Fig. 1: wire density map
The die is cut into 31 by 31 equal tiles; black is low, pale yellow is high, scaled to the fullest tile. Values are wire area over tile area, all layers added.
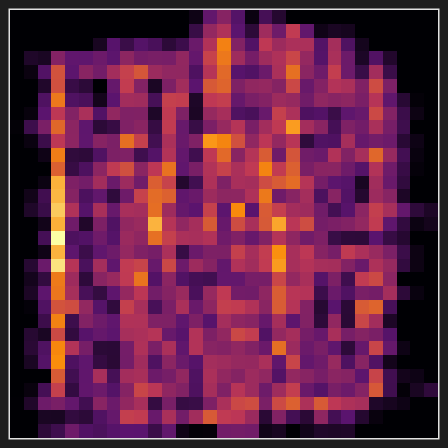
Fig. 2: signal wires on met1
Supply wires on this layer in gray.
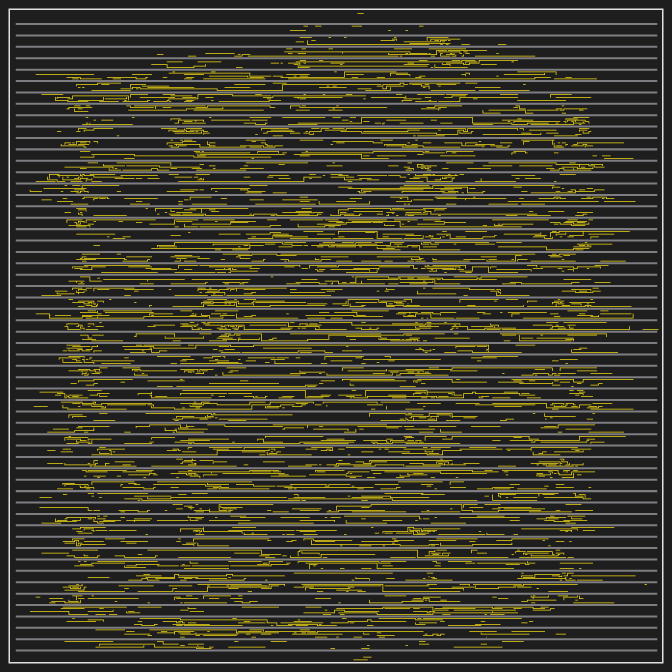
Fig. 3: placement view
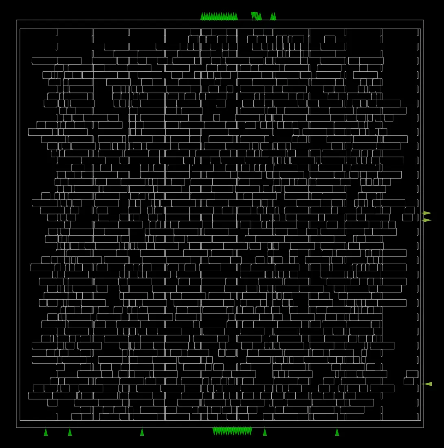
Fig. 4: metal layers overlaid
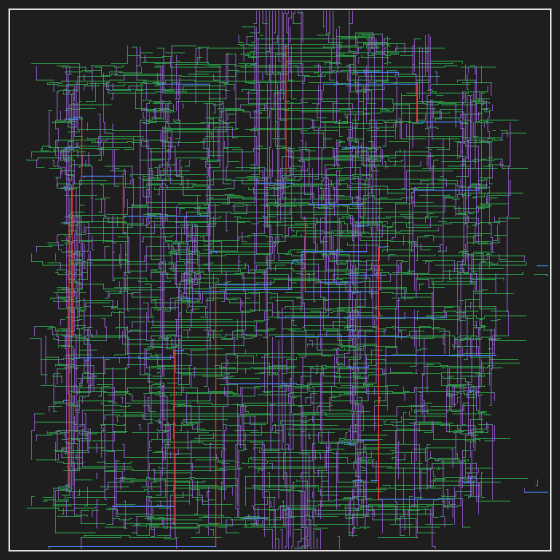
Fig. 5: placement by cell class
Scale bar: 50 µm. Fill, decap, tap and diode cells in gray.
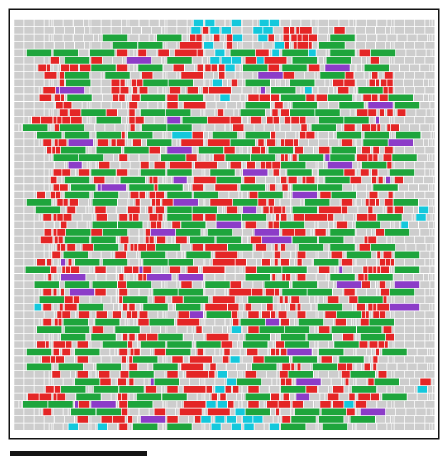
===== config.mk =====
export PLATFORM = sky130hd
export DESIGN_NAME = scope_scan_reader
export DESIGN_NICKNAME = d
export VERILOG_FILES = /design/src/rtl/scope_scan_reader_pkg.sv /design/src/rtl/scope_scan_lane.sv /design/src/rtl/scope_scan_reader.sv
export SDC_FILE = /design/constraint.sdc
export NUM_CORES = 1
export LEC_CHECK = 0
export CAP_MARGIN = 20
export CORE_MARGIN = 1
export CORE_UTILIZATION = 49
export DETAILED_ROUTE_END_ITERATION = 7
export MAX_ROUTING_LAYER = met4
export PLACE_DENSITY = 0.66
export SLEW_MARGIN = 20
export SYNTH_ARGS = -nofsm -noshare
export SYNTH_HDL_FRONTEND = slang
export SYNTH_SLANG_ARGS = --single-unit

===== constraint.sdc =====
create_clock -name clk -period 9.86 [get_ports clk]
set_input_delay 0.986 -clock clk [delete_from_list [all_inputs] [get_ports clk]]
set_output_delay 0.986 -clock clk [all_outputs]
set_load 0.005 [all_outputs]

===== src/rtl/scope_scan_reader_pkg.sv =====
// Shared types and helpers for the scope scan reader.
package scan_pkg;

  typedef enum logic {
    IDLE = 1'b0,
    EMIT = 1'b1
  } scan_state_e;

  localparam int MAX_LANES = 16;

  // Width of a lane index; a single lane still gets a one-bit index.
  function automatic int lane_w(input int n);
    if (n <= 1) return 1;
    return $clog2(n);
  endfunction

endpackage


===== src/rtl/scope_scan_lane.sv =====
// One free-running lane counter; wraps modulo 2^WIDTH.
module scope_scan_lane #(
  parameter int WIDTH = 32
) (
  input  logic             clk,
  input  logic             rst,
  input  logic             inc,
  output logic [WIDTH-1:0] count
);

  // Count up by one on every enabled cycle.
  always_ff @(posedge clk or posedge rst) begin
    if (rst) count <= '0;
    else if (inc) count <= count + 1'b1;
  end

endmodule


===== src/rtl/scope_scan_reader.sv =====
// Snapshots NUM_LANES lane counters on a scan request and streams them out,
// lane 0 first, over a valid/ready interface.
// Optional build macro: SCAN_PARITY_EN adds out_parity and per-entry parity.
//
// state | meaning
// ------+---------------------------------------------------------------
// IDLE  | waiting for scan_req; a request captures all lane counters
// EMIT  | presenting snap[idx]; advances on each accepted word
module scope_scan_reader
  import scan_pkg::*;
#(
  parameter  int NUM_LANES = 4,
  parameter  int WIDTH     = 32,
  localparam int LANE_W    = lane_w(NUM_LANES)
) (
  input  logic                 clk,
  input  logic                 rst,
  input  logic [NUM_LANES-1:0] lane_inc,
  input  logic                 scan_req,
  output logic                 busy,
  output logic                 out_valid,
  input  logic                 out_ready,
  output logic [WIDTH-1:0]     out_data,
  output logic [LANE_W-1:0]    out_lane,
`ifdef SCAN_PARITY_EN
  output logic                 out_parity,
`endif
  output logic                 out_last
);

  scan_state_e       state, state_nxt;
  logic [WIDTH-1:0]  counts [NUM_LANES];
  logic [WIDTH-1:0]  snap   [NUM_LANES];
  logic [WIDTH-1:0]  sel_data;
  logic [LANE_W-1:0] idx;
  logic              capture;
  logic              xfer;
  logic              last_w;

  assign out_valid = (state == EMIT);
  assign busy      = out_valid;
  assign xfer      = out_valid & out_ready;

  // Each lane owns its counter inside its own named scope.
  for (genvar i = 0; i < NUM_LANES; i++) begin : g_lane
    logic [WIDTH-1:0] cnt;

    scope_scan_lane #(
      .WIDTH(WIDTH)
    ) u_lane (
      .clk   (clk),
      .rst   (rst),
      .inc   (lane_inc[i]),
      .count (cnt)
    );

    assign counts[i] = cnt;
  end

  // A single lane needs no index register: its only word is also the last.
  if (NUM_LANES == 1) begin : g_idx_single
    assign idx    = '0;
    assign last_w = 1'b1;
  end else begin : g_idx_multi
    logic [LANE_W-1:0] idx_q;

    // Index clears on capture and steps on every non-final transfer.
    always_ff @(posedge clk or posedge rst) begin
      if (rst)                 idx_q <= '0;
      else if (capture)        idx_q <= '0;
      else if (xfer && !last_w) idx_q <= idx_q + 1'b1;
    end

    // Final-lane detect against the highest legal index.
    always_comb begin
      last_w = 1'b0;
      begin
        logic [LANE_W-1:0] top_idx;
        top_idx = LANE_W'(NUM_LANES - 1);
        last_w  = (idx_q == top_idx);
      end
    end

    assign idx = idx_q;
  end

  case (NUM_LANES)
    1: begin : g_sel_single
      assign sel_data = snap[0];
    end
    default: begin : g_sel_multi
      assign sel_data = snap[idx];
    end
  endcase

  // Outputs read zero outside EMIT so IDLE looks like reset.
  assign out_data = out_valid ? sel_data : '0;
  assign out_lane = out_valid ? idx : '0;
  assign out_last = out_valid & last_w;

  // State register.
  always_ff @(posedge clk or posedge rst) begin
    if (rst) state <= IDLE;
    else     state <= state_nxt;
  end

  // Next state; requests only count in IDLE, so one on the last transfer is dropped.
  always_comb begin
    state_nxt = state;
    capture   = 1'b0;
    case (state)
      IDLE: begin
        if (scan_req) begin
          capture   = 1'b1;
          state_nxt = EMIT;
        end
      end
      EMIT: begin
        if (xfer && last_w) state_nxt = IDLE;
      end
      default: state_nxt = IDLE;
    endcase
  end

  // Snapshot takes the pre-increment counter values of the request cycle.
  always_ff @(posedge clk or posedge rst) begin
    if (rst) begin
      for (int i = 0; i < NUM_LANES; i++) snap[i] <= '0;
    end else if (capture) begin
      for (int i = 0; i < NUM_LANES; i++) snap[i] <= counts[i];
    end
  end

`ifdef SCAN_PARITY_EN
  logic snap_par [NUM_LANES];
  logic sel_par;

  // Parity is computed once at capture rather than on the output path.
  always_ff @(posedge clk or posedge rst) begin
    if (rst) begin
      for (int i = 0; i < NUM_LANES; i++) snap_par[i] <= 1'b0;
    end else if (capture) begin
      for (int i = 0; i < NUM_LANES; i++) snap_par[i] <= ^counts[i];
    end
  end

  case (NUM_LANES)
    1: begin : g_par_single
      assign sel_par = snap_par[0];
    end
    default: begin : g_par_multi
      assign sel_par = snap_par[idx];
    end
  endcase

  assign out_parity = out_valid & sel_par;
`endif

endmodule


==> flow_summary.html <==
<p>Metrics extracted from the flow reports.</p>
<table>
<tr><th>Metric</th><th>Value</th></tr>
<tr><th colspan="2">Yosys</th></tr>
<tr><td>Post-synthesis instance area</td><td>11570 µm²</td></tr>
<tr><td>And+or+nand+nor area frac</td><td>13.11%</td></tr>
<tr><td>Adder Area Share</td><td>0.5406%</td></tr>
<tr><td>Number of nets in the synthesized netlist</td><td>880</td></tr>
<tr><td>Top cells by area</td><td>dfrtp_1 56%, mux2_2 13%, mux4_2 6.2%</td></tr>
<tr><td>Number of warning messages in the yosys log</td><td>0</td></tr>
<tr><td>Distinct cell type count of the synthesized netlist</td><td>31</td></tr>
<tr><td>Count of instantiated cells in the yosys netlist</td><td>867</td></tr>
<tr><td>Max-area cell share</td><td>56.01%</td></tr>
<tr><td>Compound-Gate Fraction of Synth Area</td><td>0.1297%</td></tr>
<tr><td>Seq cells post-synth</td><td>259</td></tr>
<tr><th colspan="2">Clock tree</th></tr>
<tr><td>Post-CTS Hold Fix Bufs</td><td>0</td></tr>
<tr><td>Insertion delay to the later sink of the worst-skew pair</td><td>0.52 ns</td></tr>
<tr><td>Clock buffer depth</td><td>3</td></tr>
<tr><td># resized after CTS</td><td>0</td></tr>
<tr><td>CTS root buf</td><td>clkbuf_16</td></tr>
<tr><td>CTS buffer count</td><td>27</td></tr>
<tr><th colspan="2">Power and ir drop</th></tr>
<tr><td>Cell internal pwr</td><td>0.002121 W</td></tr>
<tr><td>Sequential cell power</td><td>0.00133 W</td></tr>
<tr><td>Power density over the cells</td><td>219.4 nW/µm²</td></tr>
<tr><td>Fraction of power spent switching nets</td><td>26.93%</td></tr>
<tr><td>Relative contribution of sequential cells to total power</td><td>45.8%</td></tr>
<tr><td>Largest voltage drop on the vdd net</td><td>0.1394 mV</td></tr>
<tr><td>Group drawing the most power</td><td>registers</td></tr>
<tr><th colspan="2">Critical path</th></tr>
<tr><td>Data arrival time at the worst-slack endpoint</td><td>2.66 ns</td></tr>
<tr><td>Reg2reg end</td><td>snap[73]</td></tr>
<tr><td>Highest cell delay on the worst timing path</td><td>0.63 ns</td></tr>
<tr><td>Path depth of the worst reg2reg path</td><td>5</td></tr>
<tr><td>Required time of the critical path</td><td>8.87 ns</td></tr>
<tr><td>Maximum fanout count along the critical path</td><td>36</td></tr>
<tr><td>Setup slack on the worst flop-to-flop path</td><td>7.14 ns</td></tr>
<tr><th colspan="2">STA</th></tr>
<tr><td>Total negative setup slack</td><td>0 ns</td></tr>
<tr><td>Period Utilization, post-route</td><td>36.95%</td></tr>
<tr><td>Final hold slack</td><td>0.4688 ns</td></tr>
<tr><td>Maximum operating frequency</td><td>274.5 MHz</td></tr>
<tr><td>Final count of negative-setup-slack endpoints</td><td>0</td></tr>
<tr><td>Max Slew Vio Count</td><td>0</td></tr>
<tr><td>Tightest Pin Transition</td><td>0.9363 ns</td></tr>
<tr><td>Clock Skew</td><td>0.01038 ns</td></tr>
<tr><th colspan="2">Detailed routing</th></tr>
<tr><td>Initial DRC Count</td><td>442</td></tr>
<tr><td>Detailed Routing Iterations Pass 1</td><td>4</td></tr>
<tr><td>Remaining DRCs</td><td>0</td></tr>
<tr><td>Post-DR vias/cell</td><td>5.430</td></tr>
<tr><td>Final ANT Viol Nets</td><td>0</td></tr>
<tr><th colspan="2">Cells and area</th></tr>
<tr><td>Top Layout Cells</td><td>257 x dfrtp_1, 133 x mux2_2, 77 x xnor2_1</td></tr>
<tr><td>Net count reported at finish</td><td>926</td></tr>
<tr><td>Ratio of cells with drive above 1 in the final layout</td><td>24.27%</td></tr>
<tr><th colspan="2">Job</th></tr>
<tr><td>Reported max-cap violation count</td><td>0</td></tr>
<tr><th colspan="2">GRT</th></tr>
<tr><td>Wire length of the first global-routing pass</td><td>38240 µm</td></tr>
<tr><td>Gr ovfl total</td><td>0</td></tr>
<tr><th colspan="2">Status</th></tr>
<tr><td>Run status</td><td>finished clean</td></tr>
<tr><th colspan="2">Floorplan</th></tr>
<tr><td>IO Pins</td><td>45</td></tr>
<tr><td>Core Box Area</td><td>22920 µm²</td></tr>
<tr><td>Die area</td><td>24240 µm²</td></tr>
<tr><th colspan="2">Hold path</th></tr>
<tr><td>Number of instances on the worst hold path</td><td>1</td></tr>
<tr><th colspan="2">Place</th></tr>
<tr><td>I/O Buffers</td><td>44</td></tr>
<tr><td>Placement-stage cell area</td><td>12330 µm²</td></tr>
</table>
About Fig. 1:
tiles over half the peak: 14%
nearly empty tiles: 17%
fullest tile: 0.51
mean over tiles: 0.15
densest ninth of the die: center
drt total wl: 23000 µm
number of vias after detailed routing: 6755
wire length per cell: 18.49 µm
total global-route track usage: 20.94%

About Fig. 2:
share of all routed wire: 52%
longest straight run: 60.7 µm
met1 usage: 32.51%

About Fig. 3:
FFs & Latches: 259
flop share of the area: 49.02%
number of fill cells: 1815
Non-Filler Instances: 1244
number of well taps: 313

About Fig. 4:
[met4] red | wire length: 477 µm
[met2] purple | wire length: 9940 µm
[met3] blue | wire length: 606 µm
[met1] green | wire length: 12000 µm

About Fig. 5:
[other buffers and delay cells] cyan | cells: 51
[all other logic] red | cells: 574
[clock drivers and dummy loads] purple | cells: 47
[flip-flops] green | cells: 259
post-layout instance area: 13230 µm²
Final Core Density: 57.72%
total number of placement rows: 55

[cell type report]
cell class / count / area, µm² / area share [%]
timing repair buffer: 51 / 505.5 / 3.821
multi-input combinational: 562 / 4916 / 37.16
inverter: 12 / 52.55 / 0.3973
tap: 313 / 391.6 / 2.961
clock buffer: 41 / 798.3 / 6.035
clock inverter: 6 / 80.08 / 0.6054
sequential: 259 / 6484 / 49.02
[Yosys cell counts, types with 3 or more instances]
library cell / n
mux4_2: 32
nor2_1: 24
nor4_2: 8
xnor2_1: 77
and3_1: 13
and2_1: 36
nand2_1: 38
ha_1: 5
nor3_1: 21
and4_1: 14
xor2_1: 48
mux2_2: 133
nand3_1: 44
buf_1: 3
buf_2: 5
nor4_1: 10
nand4_1: 43
clkbuf_1: 25
inv_1: 12
dfrtp_1: 259
[worst max-delay path by stage]
| stage | to | slack (ns) | cells past startpoint |
|---|---|---|---|
| 2_1_floorplan | busy | 1.75 | 1 |
| 3_3_place_gp | snap[33] | 6.21 | 5 |
| 3_5_place_dp | snap[33] | 6.16 | 5 |
| 4_1_cts | out_data[18] | 6.15 | 4 |
| 5_1_grt | out_data[18] | 6.08 | 4 |
| 6_report | out_data[18] | 6.22 | 4 |
[per-stage QoR]
step	cells	setup slack (ns)
2_1_floorplan	867	1.747
3_3_place_gp	1196	6.209
3_5_place_dp	1196	6.157
4_1_cts	1243	6.151
5_1_grt	1244	6.083
6_report	1244	6.217
[metal layers]
layer,global-route usage (%),part of all wire [%],vias up
met3,2.306,2.6,33
met4,5.229,2.1,0
met1,32.51,52,3443
met2,29.30,43,87
li1,-,-,3192
met5,-,0,-
[state kept, by name, summed over array words and instances, names as in the netlist]
register	cells
busy	1
snap	128
g_idx_multi.idx_q	2
g_lane.u_lane.count	128
Power figures rest on the tool's default switching activity, not on a simulated workload.
